### src/rtl/prog_load_ctrl_pkg.sv
// prog_load_ctrl_pkg: shared FSM states and frame geometry for the program loader.
package prog_load_ctrl_pkg;
  typedef enum logic [2:0] {
    S_IDLE,
    S_DRAIN,
    S_HDR,
    S_LOAD,
    S_CKSUM,
    S_SWITCH
  } state_e;
  localparam int HDR_BYTES   = 6;
  localparam int WORD_BYTES  = 4;
  localparam int CKSUM_BYTES = 1;
endpackage

### src/rtl/prog_byte_asm.sv
// prog_byte_asm: packs big-endian bytes into 32-bit words, word_valid the cycle after the 4th byte.
module prog_byte_asm
  import prog_load_ctrl_pkg::*;
(
  input  logic        clk,
  input  logic        rst,
  input  logic        clr_i,
  input  logic        byte_valid_i,
  input  logic [7:0]  byte_i,
  output logic        word_valid_o,
  output logic [31:0] word_o
);
  logic [1:0]  cnt_q;
  logic [31:0] sr_q;
  logic        vld_q;
  always_ff @(posedge clk) begin
    if (rst || clr_i) begin
      cnt_q <= '0;
      sr_q  <= '0;
      vld_q <= 1'b0;
    end else begin
      vld_q <= byte_valid_i && cnt_q == 2'(WORD_BYTES - 1);
      sr_q  <= byte_valid_i ? {sr_q[23:0], byte_i} : sr_q;
      cnt_q <= cnt_q + 2'(byte_valid_i);
    end
  end
  assign word_valid_o = vld_q;
  assign word_o       = sr_q;
endmodule

### src/rtl/prog_load_ctrl.sv
// prog_load_ctrl: SPART program download into imem, then redirect fetch via switch_program.
// Define PROG_CKSUM_EN to require a trailing XOR checksum byte after the data.
module prog_load_ctrl
  import prog_load_ctrl_pkg::*;
#(
  parameter int ADDR_W      = 10,
  parameter int DRAIN_CYC   = 4,
  parameter int TIMEOUT_CYC = 1024
) (
  input  logic              clk,
  input  logic              rst,
  input  logic              rx_valid,
  input  logic [7:0]        rx_data,
  output logic              rx_ready,
  output logic              stall_pc,
  output logic              im_we,
  output logic [ADDR_W-1:0] im_waddr,
  output logic [31:0]       im_wdata,
  output logic              switch_program,
  output logic [31:0]       SPART_pc,
  output logic              busy,
  output logic              load_err
);
  localparam int CW = $clog2(TIMEOUT_CYC + DRAIN_CYC + 1);
`ifdef PROG_CKSUM_EN
  localparam state_e S_TAIL = S_CKSUM;
`else
  localparam state_e S_TAIL = S_SWITCH;
`endif
  state_e      state_q, state_d;
  logic [CW-1:0] cnt_q, cnt_d;
  logic [2:0]  hdr_q, hdr_d;
  logic [31:0] pc_q, pc_d;
  logic [15:0] n_q, n_d, widx_q, widx_d;
  logic        err_q, abort;
  logic        acc, tmo, last_wr, word_valid;
  logic [31:0] word;
  logic [15:0] n_nxt;
  logic        waiting;
`ifdef PROG_CKSUM_EN
  logic [7:0]  ck_q, ck_d;
`endif
  assign acc     = rx_valid && rx_ready;
  assign n_nxt   = {n_q[7:0], rx_data};
  assign last_wr = state_q == S_LOAD && word_valid && widx_q == n_q - 16'd1;
  assign waiting = state_q == S_HDR || state_q == S_LOAD || state_q == S_CKSUM;
  assign tmo     = waiting && !acc && cnt_q == CW'(TIMEOUT_CYC - 1);
  prog_byte_asm u_asm (
    .clk          (clk),
    .rst          (rst),
    .clr_i        (state_q != S_LOAD),
    .byte_valid_i (acc && state_q == S_LOAD),
    .byte_i       (rx_data),
    .word_valid_o (word_valid),
    .word_o       (word)
  );
  always_ff @(posedge clk) begin
    if (rst) state_q <= S_IDLE;
    else     state_q <= state_d;
  end
  always_comb begin
    state_d = state_q;
    abort   = tmo;
    case (state_q)
      S_IDLE:   state_d = rx_valid ? S_DRAIN : S_IDLE;
      S_DRAIN:  state_d = cnt_q == CW'(DRAIN_CYC - 1) ? S_HDR : S_DRAIN;
      S_HDR:    state_d = tmo ? S_IDLE :
                          (acc && hdr_q == 3'(HDR_BYTES - 1)) ? (n_nxt == 16'd0 ? S_TAIL : S_LOAD) : S_HDR;
      S_LOAD:   state_d = tmo ? S_IDLE : last_wr ? S_TAIL : S_LOAD;
`ifdef PROG_CKSUM_EN
      S_CKSUM: begin
        abort   = tmo || (acc && rx_data != ck_q);
        state_d = abort ? S_IDLE : acc ? S_SWITCH : S_CKSUM;
      end
`endif
      S_SWITCH: state_d = S_IDLE;
      default:  state_d = S_IDLE;
    endcase
  end
  always_comb begin
    cnt_d  = (state_d != state_q || acc || state_q == S_IDLE) ? '0 : cnt_q + CW'(1);
    hdr_d  = state_q == S_HDR ? hdr_q + 3'(acc) : '0;
    widx_d = state_q == S_LOAD ? widx_q + 16'(word_valid) : '0;
    pc_d   = (state_q == S_HDR && acc && hdr_q < 3'(WORD_BYTES)) ? {pc_q[23:0], rx_data} : pc_q;
    n_d    = (state_q == S_HDR && acc && hdr_q >= 3'(WORD_BYTES)) ? n_nxt : n_q;
`ifdef PROG_CKSUM_EN
    ck_d   = state_q == S_IDLE ? 8'd0 : acc ? ck_q ^ rx_data : ck_q;
`endif
  end
  always_ff @(posedge clk) begin
    if (rst) begin
      cnt_q  <= '0;
      hdr_q  <= '0;
      widx_q <= '0;
      pc_q   <= '0;
      n_q    <= '0;
      err_q  <= 1'b0;
`ifdef PROG_CKSUM_EN
      ck_q   <= '0;
`endif
    end else begin
      cnt_q  <= cnt_d;
      hdr_q  <= hdr_d;
      widx_q <= widx_d;
      pc_q   <= pc_d;
      n_q    <= n_d;
      err_q  <= abort;
`ifdef PROG_CKSUM_EN
      ck_q   <= ck_d;
`endif
    end
  end
  // The final word's write cycle accepts no byte so a trailing byte lands in CKSUM.
  always_comb begin
    rx_ready       = state_q == S_HDR || (state_q == S_LOAD && !last_wr) || state_q == S_CKSUM;
    stall_pc       = state_q != S_IDLE;
    busy           = state_q != S_IDLE;
    im_we          = state_q == S_LOAD && word_valid;
    im_waddr       = pc_q[ADDR_W-1:0] + ADDR_W'(widx_q);
    im_wdata       = word;
    switch_program = state_q == S_SWITCH;
    SPART_pc       = state_q == S_SWITCH ? pc_q : '0;
    load_err       = err_q;
  end
endmodule

### config.mk
export PLATFORM = sky130hd
export DESIGN_NAME = prog_load_ctrl
export DESIGN_NICKNAME = d
export VERILOG_FILES = /design/src/rtl/prog_load_ctrl_pkg.sv /design/src/rtl/prog_byte_asm.sv /design/src/rtl/prog_load_ctrl.sv
export SDC_FILE = /design/constraint.sdc
export NUM_CORES = 1
export LEC_CHECK = 0
export CORE_MARGIN = 1
export CORE_UTILIZATION = 54
export CTS_CLUSTER_SIZE = 8
export DETAILED_ROUTE_END_ITERATION = 16
export GPL_TIMING_DRIVEN = 0
export PLACE_DENSITY = 0.82
export SLEW_MARGIN = 0
export SYNTH_ARGS = -nofsm -noshare
export SYNTH_HDL_FRONTEND = slang
export SYNTH_SLANG_ARGS = --single-unit
### constraint.sdc
create_clock -name clk -period 4 [get_ports clk]
set_input_delay 0.8 -clock clk [delete_from_list [all_inputs] [get_ports clk]]
set_output_delay 0.8 -clock clk [all_outputs]
set_load 0.005 [all_outputs]
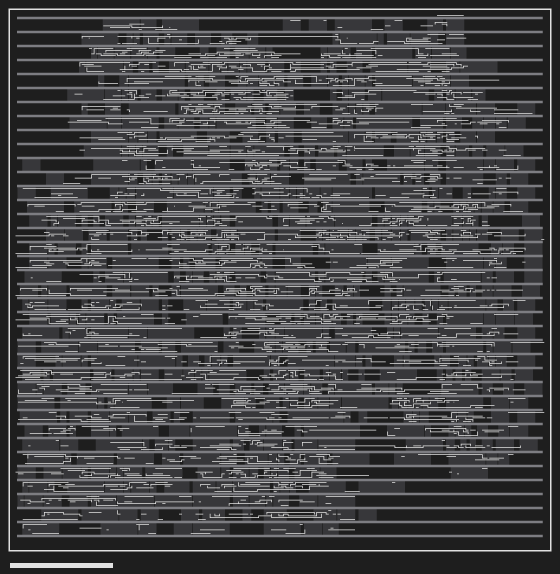
Figure 1: met1 routing.
Bar = 20 microns. Supply wires on this layer in grey. Cells faint in the background.
main direction = horizontal
wire length on this layer = 6,320 microns
longest straight run = 42.8 microns
nets with wire on the layer = 751
share of all routed wire = 43%
routed wire length: 14,800 microns
vias: 5,222
met1 Use GR: 0.3252

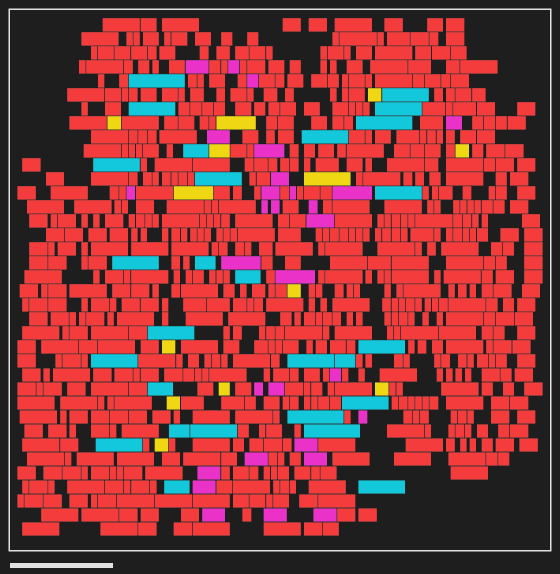
Figure 2: sizing map.
Bar = 20 microns.
drive 3 to 4 -> yellow  # cells 13, most used buf_4
drive 2 -> magenta  # cells 29, most used nor4_2
drive 1 or less -> red  # cells 738, most used nand2_1
drive 6 and up -> cyan  # cells 27, most used clkbuf_16
Layout area overhead: 30.77%
Setup WS post-layout: 0.08678 ns
post-layout instance area: 0.007477 sq mm
Plain + repair buffers: 132

==> results_slide.txt <==
Run Summary

Status
  • Status: finished clean

STA
  • Setup TNS Final: 0 ns
  • Slew @ Worst Pin: 0.6378 ns
  • Clock skew: 0.008772 ns
  • Final period utilization: 0.9783
  • Final Setup Violations: 0
  • Hold Slack: 0.4536 ns
  • RSZ-0062 raised after global routing: false
  • FMAX: 255.5 MHz
  • Tmin final: 3.913 ns
  • Rel. slew slack: 0.5748

Placement
  • GPL Wtd Cong: 0.8498
  • Port Buffer Count: 90
  • Post-DP HPWL: 10,580 microns

Worst setup path
  • Critical Path End Type: output pin
  • Crit Path Category: reg -> out
  • R2r endpoint: hdr_q[2]
  • Worst R2R Start: n_q[3]
  • Critical-path top delay cell: or4_4
  • Worst Path Buf+Inv: 2
  • CP Launch Type: register
  • Crit Path Max Fanout: 8
  • WP data required: 3.20 ns
  • Reg2reg setup slack: 0.42 ns
  • Crit-path cells: buf_2, or4_4, or2_0, or3_1, o2bb2ai_1, nor4_4, o21ai_0, dlygate4sd2_1
  • Reg2Reg Depth: 15
  • CP delay by family, top: simple AND/OR/NAND/NOR gates
  • Worst EP arrival: 3.11 ns

Synthesis
  • Ys flops: 117
  • Synth Warn #: 0
  • Avg Inst Size Synth: 8.347 sq um
  • Unique cell type count in the Yosys netlist: 54
  • Area leader, netlist: dfxtp_1
  • Post-synth seq share: 0.4096
  • Post-synth top flop: dfxtp_1
  • Post-synthesis instance area: 0.005718 sq mm
  • Flip-flops with a built-in enable: 0
  • Fraction of registers with async set or reset after synthesis: 0
  • Syn Nets: 713
  • Yosys cell count: 685

Drt
  • Post-route DRC: 0
  • Vias per cell: 5.538
  • Routed Antenna Nets: 0
  • DR WL/cell: 15.69 microns
  • DRT Pass-1 Iters: 5
  • Initial DRC count: 322

Run
  • Max Cap Viol: 0
  • Number of OpenROAD warnings: 26

Floorplan
  • Rows: 37
  • Die x size: 104.9 microns
  • Die H: 104.9 microns
  • Core Area: 0.01028 sq mm
  • Initial core utilization: 0.5564
  • I/O pins: 91

CTS
  • Clk sinks: 117
  • Worst-path clk slew: 0.05 ns
  • Root Buffer: clkbuf_8
  • Htree depth: 4
  • Hold-fix buffers at CTS: 0
  • CTS tree: yes
  • Worst-Skew Late Latency: 0.52 ns
  • Num CTS Buffers: 17
  • Clk buf depth: 2

Cells and area
  • Number of inserted diodes: 0
  • Most frequent cells in the layout: nand2_1 (157), dfxtp_1 (114), clkdlybuf4s50_1 (89)
  • Layout cells sized above 1: 0.08550
  • End-of-flow core utilization: 0.7275

Hold path
  • Min-Delay Path Class: reg -> reg
  • WHS Endpoint: u_asm.word_o[25]
  • Hold path startpoint: u_asm.word_o[25]
  • Hold path depth: 2

Power and ir drop
  • Power per cell area: 372.1 mW/mm^2
  • Lkg Pwr: 2.677 nW
  • Pwr Total: 2.782 mW
  • Max VDD drop: 0.0003026 V

Global routing
  • Vias in the first global route: 5,063
  • Remaining global-route overflow: 0
  • Largest net degree at the start of global routing: 17
  • First-pass GRT wire length: 24,030 microns
==> per-stage QoR <==
| stage | std cells | instance area (sq um) | setup WS, ns |
|---|---|---|---|
| after floorplan | 685 | 5718 | 0.7322 |
| after global placement | 911 | 6789 | 0.1030 |
| after detailed placement | 911 | 6789 | 0.05244 |
| after CTS | 942 | 7441 | 0.03052 |
| after global routing | 943 | 7477 | 0.008298 |
| final | 943 | 7477 | 0.08678 |
==> tightest hold or removal path: cells and delay by family (launching register included) <==
kind | cells | cell delay (ns)
and+or+nand+nor | 1 | 0.05
DFF | 1 | 0.31
muxes | 1 | 0.05
==> synthesized netlist by cell type, drive strengths merged (11+ instances only) <==
master and count:
a21oi 56, and2 40, clkbuf 32, dfxtp 117
ha 16, inv 11, mux2i 32, nand2 157
nand3 19, nor2 39, nor4 19, xnor2 30
xor2 22
==> what timing repair did <==
action / 4_1_cts / 5_1_grt
buffers inserted: 1 / 1
resized: 8 / 11
cloned: 0 / 0
pin swaps: 2 / 4
setup endpoints to repair: 2 / 3
==> worst max path at each step <==
stage / start / slack, ns / endpoint / depth (start not counted)
final: n_q[3] / 0.09 / rx_ready / 8
after floorplan: n_q[0] / 0.73 / hdr_q[1] / 15
after global placement: n_q[0] / 0.10 / rx_ready / 10
after detailed placement: n_q[0] / 0.05 / rx_ready / 10
after global routing: widx_q[0] / 0.008 / im_waddr[8] / 11
after CTS: n_q[0] / 0.03 / rx_ready / 9
==> area by class of cell <==
class / instances / area, sq um
fill: 757 / 2800
clock buffer: 22 / 462.9
sequential: 117 / 2346
inverter: 11 / 43.79
tap: 136 / 170.2
clock inverter: 9 / 150.1
multi-input combinational: 516 / 3199
timing repair buffer: 92 / 914.6
buffer: 40 / 190.2
==> where the power goes <==
| part | switching [mW] | leakage, nW | internal (mW) |
|---|---|---|---|
| combinational | 0.0266 | 1.44 | 0.0177 |
| clock | 0.515 | 0.297 | 1.05 |
| sequential | 0.00119 | 0.944 | 1.17 |
==> registers in the layout (all words and copies together) (netlist names) <==
name / count
u_asm.word_o: 32
load_err: 1
pc_q: 32
u_asm.word_valid_o: 1
n_q: 16
hdr_q: 3
state_q: 3
cnt_q: 11
widx_q: 16
u_asm.cnt_q: 2
==> layer usage <==
layer / global-route usage / vias to the layer above / routed length (microns)
li1: - / 2542 / -
met5: 0 / - / 0
met1: 0.3252 / 2431 / 6324
met4: 0.1509 / 0 / 556
met2: 0.4484 / 199 / 6896
met3: 0.08297 / 50 / 1023
==> cell families after synthesis <==
| logic type | count (synthesis) | synth area share |
|---|---|---|
| flip-flops | 117 | 0.4096 |
| adder cells (fa/ha/maj) | 17 | 0.03851 |
| multiplexers | 32 | 0.05602 |
| XOR/XNOR | 52 | 0.07965 |
| buffers and inverters | 52 | 0.04158 |
| AND/OR/NAND/NOR | 328 | 0.2869 |
| AND-OR/OR-AND | 87 | 0.08775 |
Power is estimated from default activity; no workload was simulated.
